==> images/cell_density.png <==
12 x 12 tiles, from dark blue (low) to red (high), 0 to 100% covered.
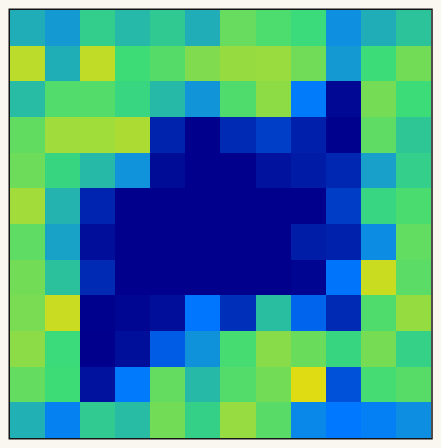
==> images/logic_types.png <==
Bar = 20 um.
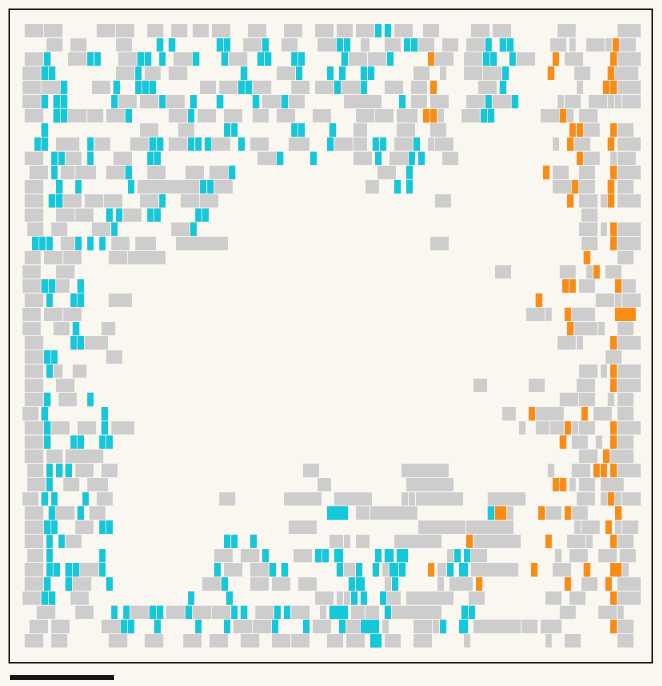
==> images/clk_routes.png <==
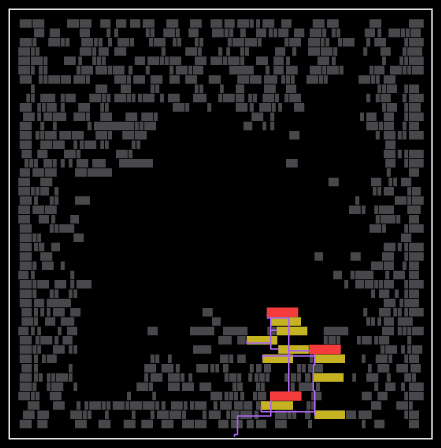
==> images/congestion.png <==
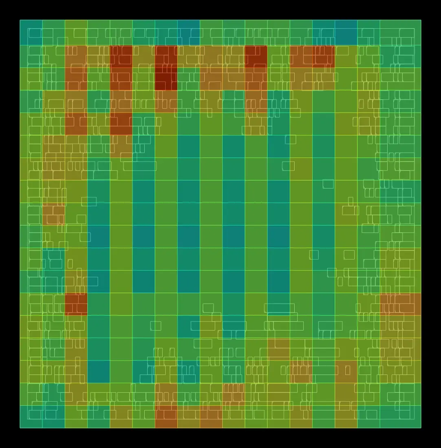
==> images/wires.png <==
Bar = 20 um.
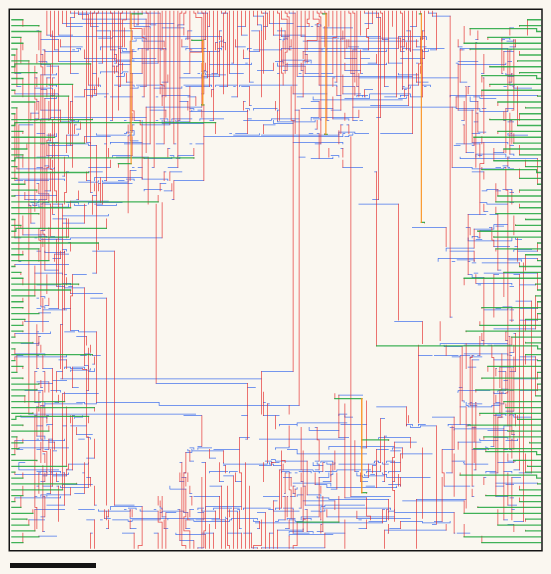
### src/rtl/dmem_arbiter.sv
// Two-port data-memory arbiter: round-robin or fixed port-0 priority, locked bursts, tagged read return.
// Optional statistics counters are built when DMEM_ARB_STATS_EN is defined.
module dmem_arbiter #(
    parameter int unsigned ADDR_W     = 32,
    parameter int unsigned DATA_W     = 32,
    parameter int unsigned MAX_BURST  = 8,
    parameter int unsigned FIXED_PRIO = 0
) (
    input  logic              clock,
    input  logic              reset,
    input  logic              req0,
    input  logic              lock0,
    input  logic [ADDR_W-1:0] addr0,
    input  logic [DATA_W-1:0] wdata0,
    input  logic [2:0]        op0,
    input  logic              we0,
    input  logic              req1,
    input  logic              lock1,
    input  logic [ADDR_W-1:0] addr1,
    input  logic [DATA_W-1:0] wdata1,
    input  logic [2:0]        op1,
    input  logic              we1,
    output logic              gnt0,
    output logic              gnt1,
    output logic              rvalid0,
    output logic              rvalid1,
    output logic [DATA_W-1:0] rdata0,
    output logic [DATA_W-1:0] rdata1,
    output logic [ADDR_W-1:0] mem_addr,
    output logic [DATA_W-1:0] mem_din,
    output logic [2:0]        mem_op,
    output logic              mem_we,
    output logic              mem_re,
    input  logic [DATA_W-1:0] mem_dout,
`ifdef DMEM_ARB_STATS_EN
    input  logic              stat_clr,
    output logic [31:0]       stat_beats0,
    output logic [31:0]       stat_beats1,
    output logic [31:0]       stat_wait1,
`endif
    output logic [1:0]        owner
);

    localparam int unsigned CNT_W = $clog2(MAX_BURST + 1);
    localparam logic [CNT_W:0] MAX_B = (CNT_W + 1)'(MAX_BURST);
    localparam logic [CNT_W:0] ONE_B = (CNT_W + 1)'(1);

    // State encoding doubles as the debug owner code.
    localparam logic [1:0] ST_IDLE = 2'b00;
    localparam logic [1:0] ST_OWN0 = 2'b01;
    localparam logic [1:0] ST_OWN1 = 2'b10;

    logic [1:0]       r_state;
    logic [1:0]       w_state_nxt;
    logic [CNT_W-1:0] r_burst;
    logic [CNT_W-1:0] w_burst_nxt;
    logic [CNT_W:0]   w_burst_inc;
    logic             r_last;
    logic             w_last_nxt;
    logic             w_beat;
    logic             w_sel1;
    logic             w_we_sel;
    logic             w_lock_sel;
    logic             w_keep;
    logic             w_win1;
    logic             r_rv;
    logic             r_rtag;

    assign gnt0   = (r_state == ST_OWN0) & req0;
    assign gnt1   = (r_state == ST_OWN1) & req1;
    assign w_beat = gnt0 | gnt1;
    assign w_sel1 = (r_state == ST_OWN1);
    assign owner  = r_state;

    assign w_last_nxt  = w_beat ? gnt1 : r_last;
    assign w_win1      = (FIXED_PRIO != 0) ? 1'b0 : ~w_last_nxt;
    assign w_burst_inc = {1'b0, r_burst} + ONE_B;
    assign w_lock_sel  = w_sel1 ? lock1 : lock0;
    assign w_keep      = w_beat & w_lock_sel & (w_burst_inc < MAX_B);

    always_comb begin
        w_state_nxt = ST_IDLE;
        w_burst_nxt = '0;
        if (w_keep) begin
            w_state_nxt = r_state;
            w_burst_nxt = w_burst_inc[CNT_W-1:0];
        end else if (req0 & req1) begin
            w_state_nxt = w_win1 ? ST_OWN1 : ST_OWN0;
        end else if (req0) begin
            w_state_nxt = ST_OWN0;
        end else if (req1) begin
            w_state_nxt = ST_OWN1;
        end
    end

    always_ff @(posedge clock or posedge reset) begin
        if (reset) begin
            r_state <= ST_IDLE;
            r_burst <= '0;
            r_last  <= 1'b1;
            r_rv    <= 1'b0;
            r_rtag  <= 1'b0;
        end else begin
            r_state <= w_state_nxt;
            r_burst <= w_burst_nxt;
            r_last  <= w_last_nxt;
            r_rv    <= mem_re;
            r_rtag  <= w_sel1;
        end
    end

    assign mem_addr = w_sel1 ? addr1 : addr0;
    assign mem_din  = w_sel1 ? wdata1 : wdata0;
    assign mem_op   = w_sel1 ? op1 : op0;
    assign w_we_sel = w_sel1 ? we1 : we0;
    assign mem_we   = w_beat & w_we_sel;
    assign mem_re   = w_beat & ~w_we_sel;

    assign rvalid0 = r_rv & ~r_rtag;
    assign rvalid1 = r_rv & r_rtag;
    assign rdata0  = rvalid0 ? mem_dout : '0;
    assign rdata1  = rvalid1 ? mem_dout : '0;

`ifdef DMEM_ARB_STATS_EN
    // Saturating counters; a clear in the same cycle as an increment wins.
    always_ff @(posedge clock or posedge reset) begin
        if (reset) begin
            stat_beats0 <= '0;
            stat_beats1 <= '0;
            stat_wait1  <= '0;
        end else if (stat_clr) begin
            stat_beats0 <= '0;
            stat_beats1 <= '0;
            stat_wait1  <= '0;
        end else begin
            if (gnt0 && (stat_beats0 != 32'hFFFF_FFFF)) stat_beats0 <= stat_beats0 + 32'd1;
            if (gnt1 && (stat_beats1 != 32'hFFFF_FFFF)) stat_beats1 <= stat_beats1 + 32'd1;
            if (req1 && !gnt1 && (stat_wait1 != 32'hFFFF_FFFF)) stat_wait1 <= stat_wait1 + 32'd1;
        end
    end
`endif

endmodule

### config.mk
export PLATFORM = sky130hd
export DESIGN_NAME = dmem_arbiter
export DESIGN_NICKNAME = d
export VERILOG_FILES = /design/src/rtl/dmem_arbiter.sv
export SDC_FILE = /design/constraint.sdc
export NUM_CORES = 1
export LEC_CHECK = 0
export ABC_AREA = 1
export CAP_MARGIN = 20
export CORE_AREA = 2 2 121 123
export CTS_CLUSTER_DIAMETER = 50
export DETAILED_ROUTE_END_ITERATION = 6
export DIE_AREA = 0 0 123 125
export SLEW_MARGIN = 20
export SYNTH_ARGS = -nofsm -noshare
export SYNTH_HDL_FRONTEND = slang
export SYNTH_SLANG_ARGS = --single-unit
### constraint.sdc
create_clock -name clock -period 2.2 [get_ports clock]
set_input_delay 0.55 -clock clock [delete_from_list [all_inputs] [get_ports clock]]
set_output_delay 0.55 -clock clock [all_outputs]
set_load 0.005 [all_outputs]
==> results.yml <==
# synthesis and place-and-route metrics
status:
  status: "finished clean"
worst_setup_path:
  cp_slowest_cell: "clkdlybuf4s50_1"
  worstRegToRegCells: 7
  timing.rr.start: "r_burst[0]"
  path_cells: "inv_2 > nand2_4 > inv_6 > buf_16 > nand2_1 > nand2_1 > clkdlybuf4s50_1"
  r2r_slack_ns: 0.73
  worstSetupPathType: "flip-flop to output port"
  rr_endpoint: "owner[0]"
  path_max_fanout: 12
clock_network:
  clk_path_buf_depth: 2
  clockRootBuffer: "clkbuf_16"
cells_and_area:
  num_antenna_cells: 0
  nets: 892
  num-fill-cells: 1536
synth:
  ys_seq_frac: 0.134
  ys_area_um2: 1680
  largest_area_cell: "nand2_1"
  ys.flops: 9
  syn-num-nets: 559
  synth.avg_cell_area_um2: 4.39
  synth_stat.cells: 384
  netlist.area_leader.share: 0.499
  yosysWarnings: 0
global_routing:
  grt_pass1_vias: 3192
  antenna_found_initial: 0
  grt_max_degree: 34
  grt_first_pass_wirelength_um: 15800
place:
  dp_hpwl_um: 9250
floorplan:
  die_area_um2: 15400
  fp.dieH_um: 125
  placementRows: 44
final_timing:
  max_clock_freq_mhz: 455
  hold_violations: 0
  fin_ws_ns: 0.00151
  setup_violations: 0
  fin_crit_ns: 2.20
power:
  p_sw_frac: 0.353
  ir_drop_v: 0.000224
route:
  viasPerCell: 3.73
  initialDrtViolationCount: 58
run:
  tool_warnings: 28
hold_path:
  min_from: "r_burst[0]"
-- cell_density.png (at the start) --
emptiest ninth of the die	center
mean over tiles	34%
densest ninth of the die	north-west
fullest tile	71%
Init Core Util: 0.119
final core utilization: 0.382
Core Region: 14200 um^2

-- logic_types.png (at the start) --
color	family	cells
cyan	nand cells	234
orange	nor cells	68

-- clk_routes.png (at the start) --
[red] clock drivers | count: 3
[purple] clock wires | length: 145 um
[yellow] flip-flops | count: 9
routed clock nets	4
Fin Clk Skew: 0.00554 ns
Latency at later pin: 0.24 ns
clock-net power: 0.000322 W
Clk pwr share: 0.149

-- congestion.png (at the start) --
GR peak layer: met2
met1 Use GR: 0.127

-- wires.png (at the start) --
color	layer	wire length
red	metal 2	5650 um
green	metal 3	1440 um
orange	metal 4	148 um
blue	metal 1	3650 um
WL/cell: 12.1 um
via count: 3356
Routed WL: 10900 um
GRT Total Usage: 0.131

-- synth_stat cells --
| cell type | number |
|---|---|
| nor2_1 | 68 |
| or2_2 | 1 |
| buf_4 | 2 |
| dfrtp_1 | 8 |
| inv_2 | 2 |
| o21ai_0 | 1 |
| buf_2 | 8 |
| nand2_1 | 224 |
| nand2_2 | 2 |
| ha_1 | 1 |
| xnor2_1 | 1 |
| conb_1 | 1 |
| clkbuf_1 | 10 |
| dfstp_2 | 1 |
| inv_1 | 46 |
| nand3_1 | 8 |
-- cell usage in the layout (no fill, tap or decap), types with 2 or more instances in the layout --
cell             netlist  routed
nor2_2                 0       2
dfrtp_1                8       8
clkdlybuf4s50_1        0     183
buf_6                  0       5
nand3_2                0       2
nor2_1                68      65
clkbuf_2               0       2
buf_4                  2      21
clkdlybuf4s15_1        0      14
buf_12                 0       6
buf_8                  0       2
clkbuf_16              0       3
nand3_1                8       6
dlymetal6s2s_1         0      24
inv_2                  2       3
dlygate4sd2_1          0      88
inv_1                 46      44
nand2_1              224     223
nand2_2                2       2
-- kinds of logic (layout without fill, tap and decap cells) --
family / count (synthesis) / count (layout) / synth area share
adder cells (fa/ha/maj): 1 / 1 / 0.00743
other: 1 / 1 / 0.00223
buffers and inverters: 68 / 400 / 0.162
XOR/XNOR: 1 / 1 / 0.00520
AND/OR/NAND/NOR: 303 / 303 / 0.686
AND-OR/OR-AND: 1 / 1 / 0.00297
flip-flops: 9 / 9 / 0.134
-- stage by stage --
stage               instances   util  setup TNS [ns]
detailed placement        889  0.368           -2.86
global route              900  0.382          -0.637
global placement          889  0.368           -2.69
CTS                       898  0.374          -0.795
floorplan                 384      -               0
finish                    900  0.382               0
-- layout make-up --
class | instances | area (um^2) | area share
Timing Repair Buffer | 348 | 3490 | 0.643
Multi-Input combinational cell | 307 | 1210 | 0.224
Tap cell | 184 | 230 | 0.0424
Sequential cell | 9 | 226 | 0.0418
Inverter | 48 | 185 | 0.0341
Clock buffer | 4 | 78.8 | 0.0145
-- layer usage --
layer	up-vias	wire, um	GRT usage
met1	1390	3650	0.127
met4	0	147	0.0227
met5	-	0	0
li1	1762	-	-
met3	11	1440	0.0447
met2	193	5650	0.261
-- sequential cells by signal, summed over array words and instances, names as in the netlist --
signal	cells
owner	2
r_burst	4
r_last	1
r_rtag	1
r_rv	1
-- timing repair --
item | CTS | global route
cloned | 2 | 0
pin swaps | 2 | 1
hold buffers | 0 | 0
buffers inserted | 3 | 3
resized | 124 | 50
endpoints found under the setup margin | 128 | 34
-- power groups by stage --
stage | Clock (W) | Combinational, W | Sequential (W)
3_3_place_gp | 0 | 0.00170 | 0.000212
3_5_place_dp | 0 | 0.00169 | 0.000210
2_1_floorplan | 0 | 0.000505 | 0.000211
4_1_cts | 0.000326 | 0.00164 | 0.000212
5_1_grt | 0.000337 | 0.00180 | 0.000214
6_report | 0.000322 | 0.00162 | 0.000212
-- how the worst max path moves through the flow --
stage               depth (start not counted)            to  startpoint
floorplan                                   5   mem_din[13]    owner[1]
global placement                            6        mem_re        req1
detailed placement                          6        mem_re        req1
CTS                                         7   mem_din[17]    owner[0]
global route                                7  mem_addr[16]    owner[0]
finish                                      7   mem_din[17]    owner[0]
Power and IR drop assume default switching activity.
